==> config.mk <==
export PLATFORM = sky130hd
export DESIGN_NAME = calc_sequencer_param
export DESIGN_NICKNAME = d
export VERILOG_FILES = /design/src/rtl/calc_sequencer_param.sv
export SDC_FILE = /design/constraint.sdc
export NUM_CORES = 1
export LEC_CHECK = 0
export ABC_AREA = 1
export CAP_MARGIN = 0
export CORE_UTILIZATION = 62
export CTS_CLUSTER_SIZE = 30
export DETAILED_ROUTE_END_ITERATION = 6
export GPL_TIMING_DRIVEN = 0
export PLACE_DENSITY = 0.93
export SKIP_LAST_GASP = 1
export SLEW_MARGIN = 20
export SYNTH_ARGS = -nofsm -noshare
export SYNTH_HDL_FRONTEND = slang
export SYNTH_SLANG_ARGS = --single-unit
==> constraint.sdc <==
create_clock -name clk -period 5.12 [get_ports clk]
set_input_delay 0.512 -clock clk [delete_from_list [all_inputs] [get_ports clk]]
set_output_delay 0.512 -clock clk [all_outputs]
set_load 0.005 [all_outputs]
==> src/rtl/calc_sequencer_param.sv <==
// Keypad-driven calculator sequencer: builds decimal operands from key codes,
// latches an operator and computes an exact signed add/sub/mul result.
module calc_sequencer_param #(
  parameter int unsigned WIDTH      = 9,
  parameter int unsigned MAX_DIGITS = 2
) (
  input  logic                 clk,
  input  logic                 reset,
  input  logic                 key_valid,
  input  logic [3:0]           key_code,
  output logic [WIDTH-1:0]     operand_a,
  output logic [WIDTH-1:0]     operand_b,
  output logic [1:0]           op_code,
  output logic [2*WIDTH:0]     result,
  output logic                 result_valid,
  output logic                 overflow,
  output logic [2:0]           state
);

  localparam int unsigned RW = 2 * WIDTH + 1;
  localparam int unsigned CW = $clog2(MAX_DIGITS + 1);
  localparam int unsigned AW = WIDTH + 4;

  typedef enum logic [2:0] {
    S_IDLE   = 3'd0,
    S_OPA    = 3'd1,
    S_OPER   = 3'd2,
    S_OPB    = 3'd3,
    S_RESULT = 3'd4
  } state_t;

  state_t            state_q, state_d;
  logic [WIDTH-1:0]  operand_a_d, operand_b_d;
  logic [1:0]        op_code_d;
  logic [RW-1:0]     result_d;
  logic              result_valid_d;
  logic              overflow_d;
  logic [CW-1:0]     digit_cnt, digit_cnt_d;

  logic              is_digit, is_op, is_eq, is_clr, cnt_full;
  logic [1:0]        key_op;
  logic [WIDTH-1:0]  key_digit, append_a, append_b;
  logic [RW-1:0]     ext_a, ext_b, alu;

  assign state = state_q;

  // Key decode and digit-append datapath
  assign is_digit  = (key_code <= 4'd9);
  assign is_op     = (key_code >= 4'd10) && (key_code <= 4'd12);
  assign is_eq     = (key_code == 4'd13);
  assign is_clr    = (key_code == 4'd14);
  assign key_op    = 2'(key_code - 4'd10);
  assign key_digit = WIDTH'(key_code);
  assign cnt_full  = (digit_cnt >= CW'(MAX_DIGITS));
  assign append_a  = WIDTH'({4'd0, operand_a} * AW'(10) + AW'(key_code));
  assign append_b  = WIDTH'({4'd0, operand_b} * AW'(10) + AW'(key_code));

  // Exact arithmetic on zero-extended operands; widened so nothing wraps
  assign ext_a = RW'(operand_a);
  assign ext_b = RW'(operand_b);
  always_comb begin
    alu = '0;
    case (op_code)
      2'd0:    alu = ext_a + ext_b;
      2'd1:    alu = ext_a - ext_b;
      2'd2:    alu = ext_a * ext_b;
      default: alu = '0;
    endcase
  end

  // A reused result overflows operand A when negative or above 2^WIDTH-1
  function automatic logic reuse_ovf(input logic [RW-1:0] r);
    return r[RW-1] | (|r[RW-2:WIDTH]);
  endfunction

  // Next-state and next-register logic
  always_comb begin
    state_d     = state_q;
    operand_a_d = operand_a;
    operand_b_d = operand_b;
    op_code_d   = op_code;
    result_d    = result;
    overflow_d  = overflow;
    digit_cnt_d = digit_cnt;

    case (state_q)
      S_IDLE: begin
        if (key_valid && is_digit) begin
          operand_a_d = key_digit;
          digit_cnt_d = CW'(1);
          state_d     = S_OPA;
        end
      end
      S_OPA: begin
        if (key_valid && is_digit && !cnt_full) begin
          operand_a_d = append_a;
          digit_cnt_d = digit_cnt + CW'(1);
        end else if (key_valid && is_op) begin
          op_code_d = key_op;
          state_d   = S_OPER;
        end
      end
      S_OPER: begin
        if (key_valid && is_digit) begin
          operand_b_d = key_digit;
          digit_cnt_d = CW'(1);
          state_d     = S_OPB;
        end else if (key_valid && is_op) begin
          op_code_d = key_op;
        end
      end
      S_OPB: begin
        if (key_valid && is_digit && !cnt_full) begin
          operand_b_d = append_b;
          digit_cnt_d = digit_cnt + CW'(1);
        end else if (key_valid && is_eq) begin
          result_d = alu;
          state_d  = S_RESULT;
        end else if (key_valid && is_op) begin
          result_d    = alu;
          operand_a_d = alu[WIDTH-1:0];
          operand_b_d = '0;
          op_code_d   = key_op;
          overflow_d  = overflow | reuse_ovf(alu);
          state_d     = S_OPER;
        end
      end
      S_RESULT: begin
        if (key_valid && is_digit) begin
          operand_a_d = key_digit;
          operand_b_d = '0;
          digit_cnt_d = CW'(1);
          overflow_d  = 1'b0;
          state_d     = S_OPA;
        end else if (key_valid && is_op) begin
          operand_a_d = result[WIDTH-1:0];
          operand_b_d = '0;
          op_code_d   = key_op;
          overflow_d  = overflow | reuse_ovf(result);
          state_d     = S_OPER;
        end
      end
      default: state_d = S_IDLE;
    endcase

    // CLR and illegal encodings both return everything to the reset image
    if ((key_valid && is_clr) ||
        !(state_q inside {S_IDLE, S_OPA, S_OPER, S_OPB, S_RESULT})) begin
      state_d     = S_IDLE;
      operand_a_d = '0;
      operand_b_d = '0;
      op_code_d   = '0;
      result_d    = '0;
      overflow_d  = 1'b0;
      digit_cnt_d = '0;
    end

    result_valid_d = (state_d == S_RESULT);
  end

  always_ff @(posedge clk or negedge reset) begin
    if (!reset) begin
      state_q      <= S_IDLE;
      operand_a    <= '0;
      operand_b    <= '0;
      op_code      <= '0;
      result       <= '0;
      result_valid <= 1'b0;
      overflow     <= 1'b0;
      digit_cnt    <= '0;
    end else begin
      state_q      <= state_d;
      operand_a    <= operand_a_d;
      operand_b    <= operand_b_d;
      op_code      <= op_code_d;
      result       <= result_d;
      result_valid <= result_valid_d;
      overflow     <= overflow_d;
      digit_cnt    <= digit_cnt_d;
    end
  end

endmodule

==> run summary, run 1 <==
Quick summary of the implementation run below.

The cell type with the highest aggregate area in the netlist is sky130_fd_sc_hd__dfrtp_1. The final antenna diode tally reported by the flow is 0. The data-path buffer share of cell area in the final layout came out at 0.07831.

The flow ran to the end, and the final reports show no timing, DRC or antenna violations. Measured on the final layout, the clock distribution area share stands at 0.02432. The number of vias per cell after detailed routing came out at 5.759. The signal on the critical path passes through clkbuf_1 -> nand2_1 -> fa_1 -> inv_1 -> fa_1 -> fa_1 -> inv_1 -> fa_1 -> inv_1 -> ha_1 -> nand2_1 -> inv_1 -> a21oi_1 -> nand3_1 -> nand3_1 -> nand4_1 -> nor2_1 -> nand3_1 -> nand2_1 -> nand2_1.

The count of plain and timing-repair buffers in the layout is ~76. The area taken by flip-flops and latches came out at around 1200 µm². In the final layout, the clock buffer count is 6. The clock period minus worst slack is around 4.9 ns. The number of buffers inserted during clock tree synthesis is 5.

The library cells used most frequently in the layout, excluding fill and tap cells, are 274 x sky130_fd_sc_hd__nand2_1, 235 x sky130_fd_sc_hd__inv_1, 81 x sky130_fd_sc_hd__ha_1. The setup TNS came out at 0 ns. In this run the tool buffered the top-level ports with 50 buffer cells. Along the worst path, the maximum fanout reaches 9.

After its last routability iteration, the placer logged a weighted congestion of 1.012. For this run, design rule violations remaining after detail routing come to 0. Entering global routing, the biggest net connects 34 pins.

The area share of and-or/or-and cells after synthesis is 0.1150. The worst setup path is captured at a flip-flop. The distinct cell type count after synthesis is 48.

The register share of total power came out at 0.178. The average instance in the mapped netlist occupies 6.892 µm². Of the total power, combinational logic draws 0.705. Looking at the worst setup and hold paths, the clock pins of their registers show a slew of 0.07 ns. The initial core utilization came out at 0.6368. The area of the die is 12160 µm². The fraction of the mapped netlist area in simple logic gates came out at 0.2759. The required time at the worst-slack endpoint is 5.30 ns. The most common logic cell in the routed design is sky130_fd_sc_hd__nand2_1. The share of total power consumed by net switching is 0.5250. For this run, the register share of the synthesized area comes to 0.1583. The insertion delay at the late pin of the worst-skew pair came out at 0.29 ns. The area used by multi-input combinational logic is 5090 µm². Non-clock inverters in the final layout number 243. Multi-input logic gates represent a cell area share of 0.6222. The final design was reported to hold multi-input combinational gates totalling 741.

In this run the power spent charging and discharging nets is 1993 µW. Synthesis handed over a netlist of 1055 instances. The power report attributes to the clock group a share of 0.117. There are 46 flip-flops and latches. The per-cell routed wire length came out at 16.44 µm.

The share of the clock period used by the worst path after layout came out at 0.9517. The maximum root-to-sink buffer count came out at 2.
==> run 1: what timing repair did <==
action                     CTS  global route
hold buffers                 0             0
resized                      1            23
setup endpoints to repair    1             3
==> run 1: through the flow <==
step / hold WS, ns / setup slack, ns / util
after CTS: 0.1181 / 0.1354 / 0.7151
after floorplan: 0.2164 / 0.7126 / -
after detailed placement: 0.4262 / 0.03897 / 0.6976
after global placement: 0.5004 / 0.1163 / 0.6963
after global routing: 0.1263 / 0.006009 / 0.7164
final: 0.1052 / 0.2471 / 0.7164
==> run 1: power groups by stage <==
stage               Combinational [µW]  Clock, µW  Sequential [µW]
floorplan                         1770          0              620
global route                      2990        455              687
global placement                  2500          0              669
detailed placement                2570          0              669
CTS                               2610        438              666
finish                            2680        442              677
==> run 1: worst max-delay path: cells and delay by family, from the launching register on <==
kind,cells,cell delay (ns)
fa+ha+maj,5,2.40
simple gates,9,0.95
buf+inv,5,0.71
flops,1,0.48
compound gates,1,0.20
==> run 1: sequential cells by signal, indices dropped and copies added (netlist names) <==
register / flops
digit_cnt: 2
op_code: 2
operand_a: 9
operand_b: 9
overflow: 1
result: 19
result_valid: 1
state: 3
==> run 1: metal layers <==
layer,share of wire,track usage,vias up
li1,-,-,3412
met1,0.40,0.4768,3369
met2,0.46,0.5923,376
met3,0.088,0.05409,82
met4,0.047,0.1711,0
met5,0,0,-
==> run 1: worst paths after layout <==
path	end	slack, ns	cells past startpoint
min in group clk	result[15]	0.53	1
worst min register to register	result[15]	0.53	1
worst min-delay path	result[15]	0.11	1
worst max-delay path	overflow	0.25	20
max in group asynchronous	operand_a[1]	4.51	2
worst max register to register	overflow	0.25	20
==> run_1/placement.png <==
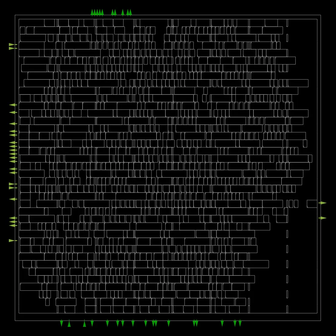
core region area: 11420 µm²
cell row count: 39

==> run_1/detail.png <==
Region (35, 35) to (75, 75) µm. Cells in gray, sequential cells in the stronger gray; small squares are vias.
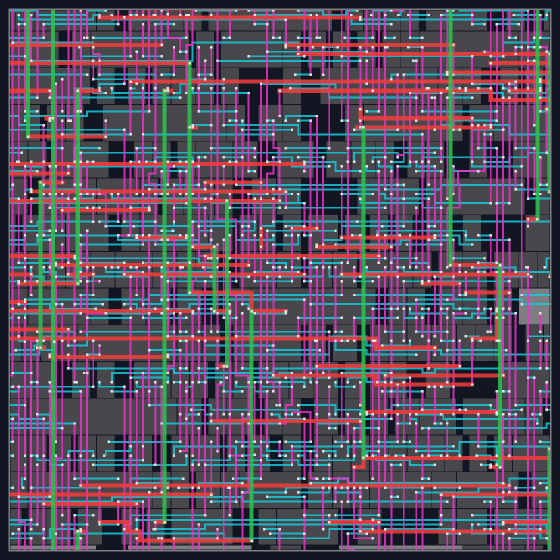
[red] metal 3
[green] metal 4
[cyan] metal 1
[magenta] metal 2
most frequent: nand2_1 (74), inv_1 (42), nand3_1 (24)
sequential cells in the window: 0
cells with their middle in the window: 231

==> run_1/io_placement.png <==
Drawn at 4 px/µm. Pins as bars across the die edge, other pins in gray.
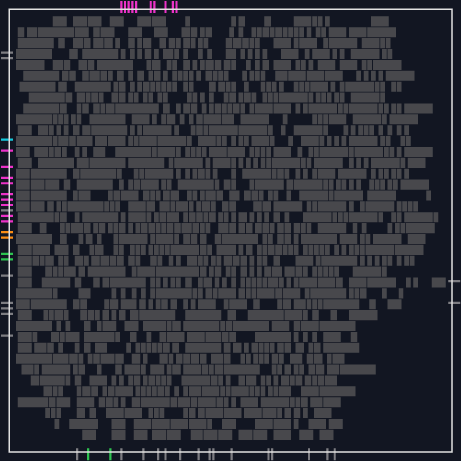
[cyan] overflow | pins: 1 | direction: output | edge: left
[orange] op_code | pins: 2 | direction: output | edge: left
[magenta] result | pins: 19 | direction: output | edge: 10 top, 9 left
[green] key_code | pins: 4 | direction: input | edge: 2 left, 2 bottom

==> inputs of run 2 (changes only) <==
--- a/config.mk
+++ b/config.mk
@@ -11,9 +11,11 @@
 export CTS_CLUSTER_SIZE = 30
 export DETAILED_ROUTE_END_ITERATION = 6
 export GPL_TIMING_DRIVEN = 0
+export HOLD_SLACK_MARGIN = 0.02
 export PLACE_DENSITY = 0.93
 export SKIP_LAST_GASP = 1
 export SLEW_MARGIN = 20
 export SYNTH_ARGS = -nofsm -noshare
 export SYNTH_HDL_FRONTEND = slang
 export SYNTH_SLANG_ARGS = --single-unit
+export TNS_END_PERCENT = 5
==> constraint.sdc (replaced) <==
create_clock -name clk -period 6.29 [get_ports clk]
set_input_delay 0.629 -clock clk [delete_from_list [all_inputs] [get_ports clk]]
set_output_delay 0.629 -clock clk [all_outputs]
set_load 0.005 [all_outputs]
==> run_2/io_placement.png <==
Drawn at 4 px/µm. Pins as bars across the die edge, other pins in gray.
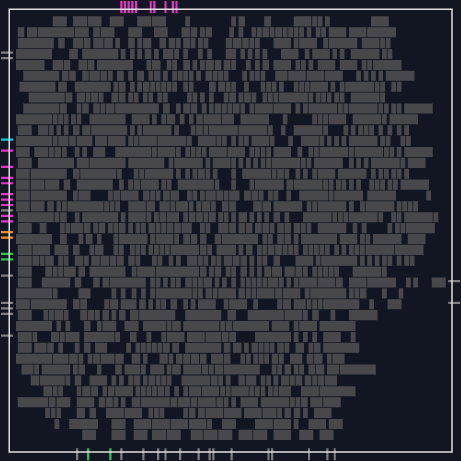
# port buffers: 50
Die Height: 110.3 µm

==> run 2 against run 1 <==
Net effect: sequential share of layout area barely moved; critical path type unchanged; worst hold slack gained 0.12 ns; die area did not move; highest routed layer unchanged; global-route usage stayed put; largest cell class unchanged; largest power group unchanged; routed wire length about the same; synthesized cell count unchanged; final cell count unchanged.
==> run summary, run 2 <==
Quick summary of the implementation run below.

Entering global routing, the biggest net connects 34 pins. Across all setup checks in the final design, the least slack found is 1.125 ns. The share of total power dissipated in the clock network is 0.116. The switching power total came out at 1620 µW. The met1 usage in global routing is 0.4768. The fraction of the mapped netlist area in simple logic gates came out at 0.2759. The clock edge transition at the registers on the reported setup and hold paths came out at 0.07 ns. The flip-flop count of the largest register after layout is 19.

Ranked by flip-flop count, first place goes to result. On the critical path the largest part of the delay comes from adder cells. The core box area is 11420 µm². The setup slack after placement came out at 1.209 ns. The sequential cell area fraction in the yosys report is 0.1583. The met2 wire length came out at 9616 µm. The hold buffer count at CTS is 0. The routed wire length on met3 came out at 1753 µm. Summed over all failing endpoints, the final setup total negative slack is 0 ns. The congestion estimate from routability-driven global placement came to 1.012. The synthesized instance count is 1055. The number of remaining DRC errors came out at 0.

The area of the die is 12160 µm². Of the total power, the share spent switching nets is 0.5259. The clock period minus worst slack came out at 5.165 ns. The row count is 39. On met3, the global router reports a usage of 0.05409. Synthesis instantiated 48 different standard cells from the library. The share of the core area taken by cells at floorplan is 0.6368. Signal routing reaches up to met4. The per-cell routed wire length came out at 16.46 µm. The global routing report lists met2 layer usage as 0.5923.

Of the available clock period, the critical path in the final layout requires 0.8211. Post-CTS repair changed the size of 0 cells. Each instance of the synthesized netlist takes up on average just under 7 µm². The most common logic cell in the routed design is sky130_fd_sc_hd__nand2_1. The critical path goes through clkbuf_1 -> nand2_1 -> fa_1 -> fa_1 -> inv_1 -> fa_1 -> inv_1 -> fa_1 -> inv_1 -> ha_1 -> nand2_1 -> nor2_1 -> nand3_1 -> nand3_1 -> nand2_1 -> nand3_1 -> nand3_1 -> nor2_1 -> nand3_1 -> nand2_1 -> nand2_1. For this run, the script counts the antenna cells in the layout as 0.

The flow ran to the end, and the final reports show no timing, DRC or antenna violations. Per the detail_route report, vias per standard cell equal approximately 5.8. The area share of and-or/or-and cells after synthesis came out at 0.1150. The power share of the combinational group came out at 0.705. The clock passes through at most 2 buffers.
run 2: cell counts after synthesis:
No cell type changed its count.
run 2: cell type report:
| cell class | count | area [µm²] |
|---|---|---|
| flip-flops and latches | 46 | 1151 |
| clock inverters | 2 | 60.06 |
| fillers | 940 | 3254 |
| multi-input cells | 741 | 5090 |
| repair buffers | 51 | 515.5 |
| plain buffers | 25 | 110.1 |
| well taps | 143 | 178.9 |
| inverters | 243 | 919.6 |
| clock buffers | 6 | 138.9 |
run 2: path summary, 6_finish.rpt:
kind / startpoint / end / slack (ns) / depth (start not counted)
min: reset / result[15] / 0.22 / 1
min reg2reg: result[13] / result[13] / 0.52 / 1
max: operand_a[1] / overflow / 1.13 / 21
max reg2reg: operand_a[1] / overflow / 1.13 / 21
min in group clk: result[13] / result[13] / 0.52 / 1
max in group asynchronous: reset / operand_a[8] / 5.57 / 2
run 2: worst register-to-register path, delay by kind of cell, from the launching register on:
kind	cells	cell delay [ns]
fa+ha+maj	5	2.46
buf+inv	4	0.68
flops	1	0.69
simple gates	12	1.22
run 2: cells by family after synthesis:
logic type,count (synthesis)
buffers and inverters,268
and+or+nand+nor,450
AOI/OAI and AO/OA,141
xor gates and xnor gates,13
DFF,46
adders and majority gates,137
run 2: metrics by stage:
stage,utilization,instance area (µm²),hold WS (ns)
final,0.7150,8164,0.2229
after global routing,0.7150,8164,0.2433
after CTS,0.7150,8164,0.2351
after detailed placement,0.6976,7965,0.5029
after global placement,0.6963,7950,0.5004
after floorplan,-,7271,0.3334
run 2: power groups by stage:
stage,logic (µW),registers [µW],clock network [µW]
global route,2430,558,370
floorplan,1440,505,0
global placement,2040,544,0
finish,2170,551,358
detailed placement,2090,545,0
CTS,2130,542,357
==> inputs of run 3 (changes only) <==
--- a/config.mk
+++ b/config.mk
@@ -7,12 +7,12 @@
 export LEC_CHECK = 0
 export ABC_AREA = 1
 export CAP_MARGIN = 0
-export CORE_UTILIZATION = 62
+export CORE_UTILIZATION = 56
 export CTS_CLUSTER_SIZE = 30
 export DETAILED_ROUTE_END_ITERATION = 6
 export GPL_TIMING_DRIVEN = 0
 export HOLD_SLACK_MARGIN = 0.02
-export PLACE_DENSITY = 0.93
+export PLACE_DENSITY = 0.89
 export SKIP_LAST_GASP = 1
 export SLEW_MARGIN = 20
 export SYNTH_ARGS = -nofsm -noshare
==> constraint.sdc (replaced) <==
create_clock -name clk -period 4.55 [get_ports clk]
set_input_delay 0.455 -clock clk [delete_from_list [all_inputs] [get_ports clk]]
set_output_delay 0.455 -clock clk [all_outputs]
set_load 0.005 [all_outputs]
==> run_3/placement.png <==
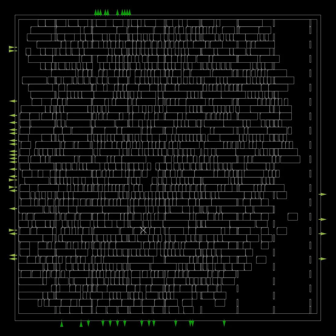
fraction of area in registers: 0.1334
Layout Utilization: 0.6943
cell row count: 41
FF+latch count: 46
tap cell count: 172

==> run 3 against run 2 <==
Net effect: the run now ends with DRC left; total power increased by 45%; non-clock buffer count increased by 33; via count rose by 1.8%; final cell count increased by 4.9%; critical path type unchanged; cell area grew 7.3%; worst hold slack lost 0.062 ns; combinational power increased by 52%.
==> run summary, run 3 <==
Quick summary of the implementation run below.

The register with the most flip-flops in the layout has 19 of them. The largest registers in the layout are result (19), operand_a (9), operand_b (9). The worst-path maximum fanout came out at 10.

STA classifies the critical path endpoint as a flip-flop. Per the post-synthesis stats, the area per cell is around 7 µm². The initial core utilization is 0.5761.

The register with the most flip-flops is result. Per STA, the worst path is made up of buf_6 -> nand2_1 -> inv_1 -> fa_1 -> fa_1 -> fa_1 -> inv_1 -> fa_1 -> inv_1 -> ha_4 -> nand2_2 -> nor2_4 -> buf_4 -> nand2_1 -> nand3_1 -> nand2_1 -> nand3_1 -> nand3_1 -> nor2_1 -> nand3_1 -> nand2_1 -> nand2_1. The hold slack came out at 0.1606 ns. The number of remaining DRC errors is 2. The hold buffer count at CTS came out at 0.

Summing all placed instances gives a cell area of roughly 8000 µm². The kind of cell adding the most delay to the critical path is adder cells. The y dimension of the die is 115.9 µm. After routing the design area is 8762 µm².

The flow ran to the end, but the final reports show violations. Ranking logic cells in the layout by count gives the top entries 263 x sky130_fd_sc_hd__nand2_1, 231 x sky130_fd_sc_hd__inv_1, 72 x sky130_fd_sc_hd__ha_1. The share of the clock period used by the worst path after layout came out at 0.9652. The antenna diode instance count came out at 0. In the final routed layout, each cell accounts on average for 16.04 µm.

The number of vias per cell after detailed routing came out at 5.610. The final layout report lists a filler cell count of between 1k and 1.5k. The placer's final routability congestion estimate is 0.9778. The count of buffer and inverter cells on the critical path is 5. The checks that failed: DRC. The maximum root-to-sink buffer count is 2.

The count of input and output buffers is 50. The synthesized instance count came out at around 1.1k. The area of the die is 13440 µm².
run 3: cells by family (layout without fill, tap and decap cells):
group,count (synthesis),in the layout,synth area share
buffers and inverters,268,360,0.1416
DFF,46,46,0.1583
adders and majority gates,137,137,0.2936
xor gates and xnor gates,13,13,0.01566
AOI/OAI and AO/OA,141,141,0.1150
and+or+nand+nor,450,450,0.2759
run 3: per-layer routing:
layer,up-vias,GRT usage,part of all wire
met5,-,0,0
met1,3459,0.4282,0.40
met4,0,0.1692,0.045
li1,3479,-,-
met2,373,0.5290,0.47
met3,88,0.04707,0.081
run 3: final cells by class:
type / instances / area (µm²) / share of cell area
clock buffer: 5 / 125.1 / 0.01428
tap: 172 / 215.2 / 0.02456
inverter: 243 / 919.6 / 0.1050
multi-input combinational: 741 / 5286 / 0.6033
clock inverter: 3 / 40.04 / 0.004569
timing repair buffer: 86 / 785.8 / 0.08968
buffer: 23 / 221.5 / 0.02527
sequential: 46 / 1169 / 0.1334
run 3: report_power, final:
part / total [µW] / internal (µW) / switching (µW)
registers: 740 / 558 / 182
logic: 3290 / 1330 / 1960
clock network: 421 / 257 / 164
run 3: path summary, 6_finish.rpt:
kind | endpoint | from | depth (start not counted) | slack [ns]
min in group clk | result[13] | result[13] | 1 | 0.51
min reg2reg | result[13] | result[13] | 1 | 0.51
max reg2reg | overflow | operand_b[6] | 22 | 0.16
max | overflow | operand_b[6] | 22 | 0.16
min | result_valid | reset | 1 | 0.16
max in group asynchronous | operand_b[2] | reset | 2 | 3.86
run 3: timing repair:
action                                  CTS  global route
endpoints found under the setup margin   14            14
setup buffers                             2            33
pin swaps                                 0            20
gates resized                            50            66
cloned                                    0             0
No activity file was given, so power comes from the tool's default toggle rates.
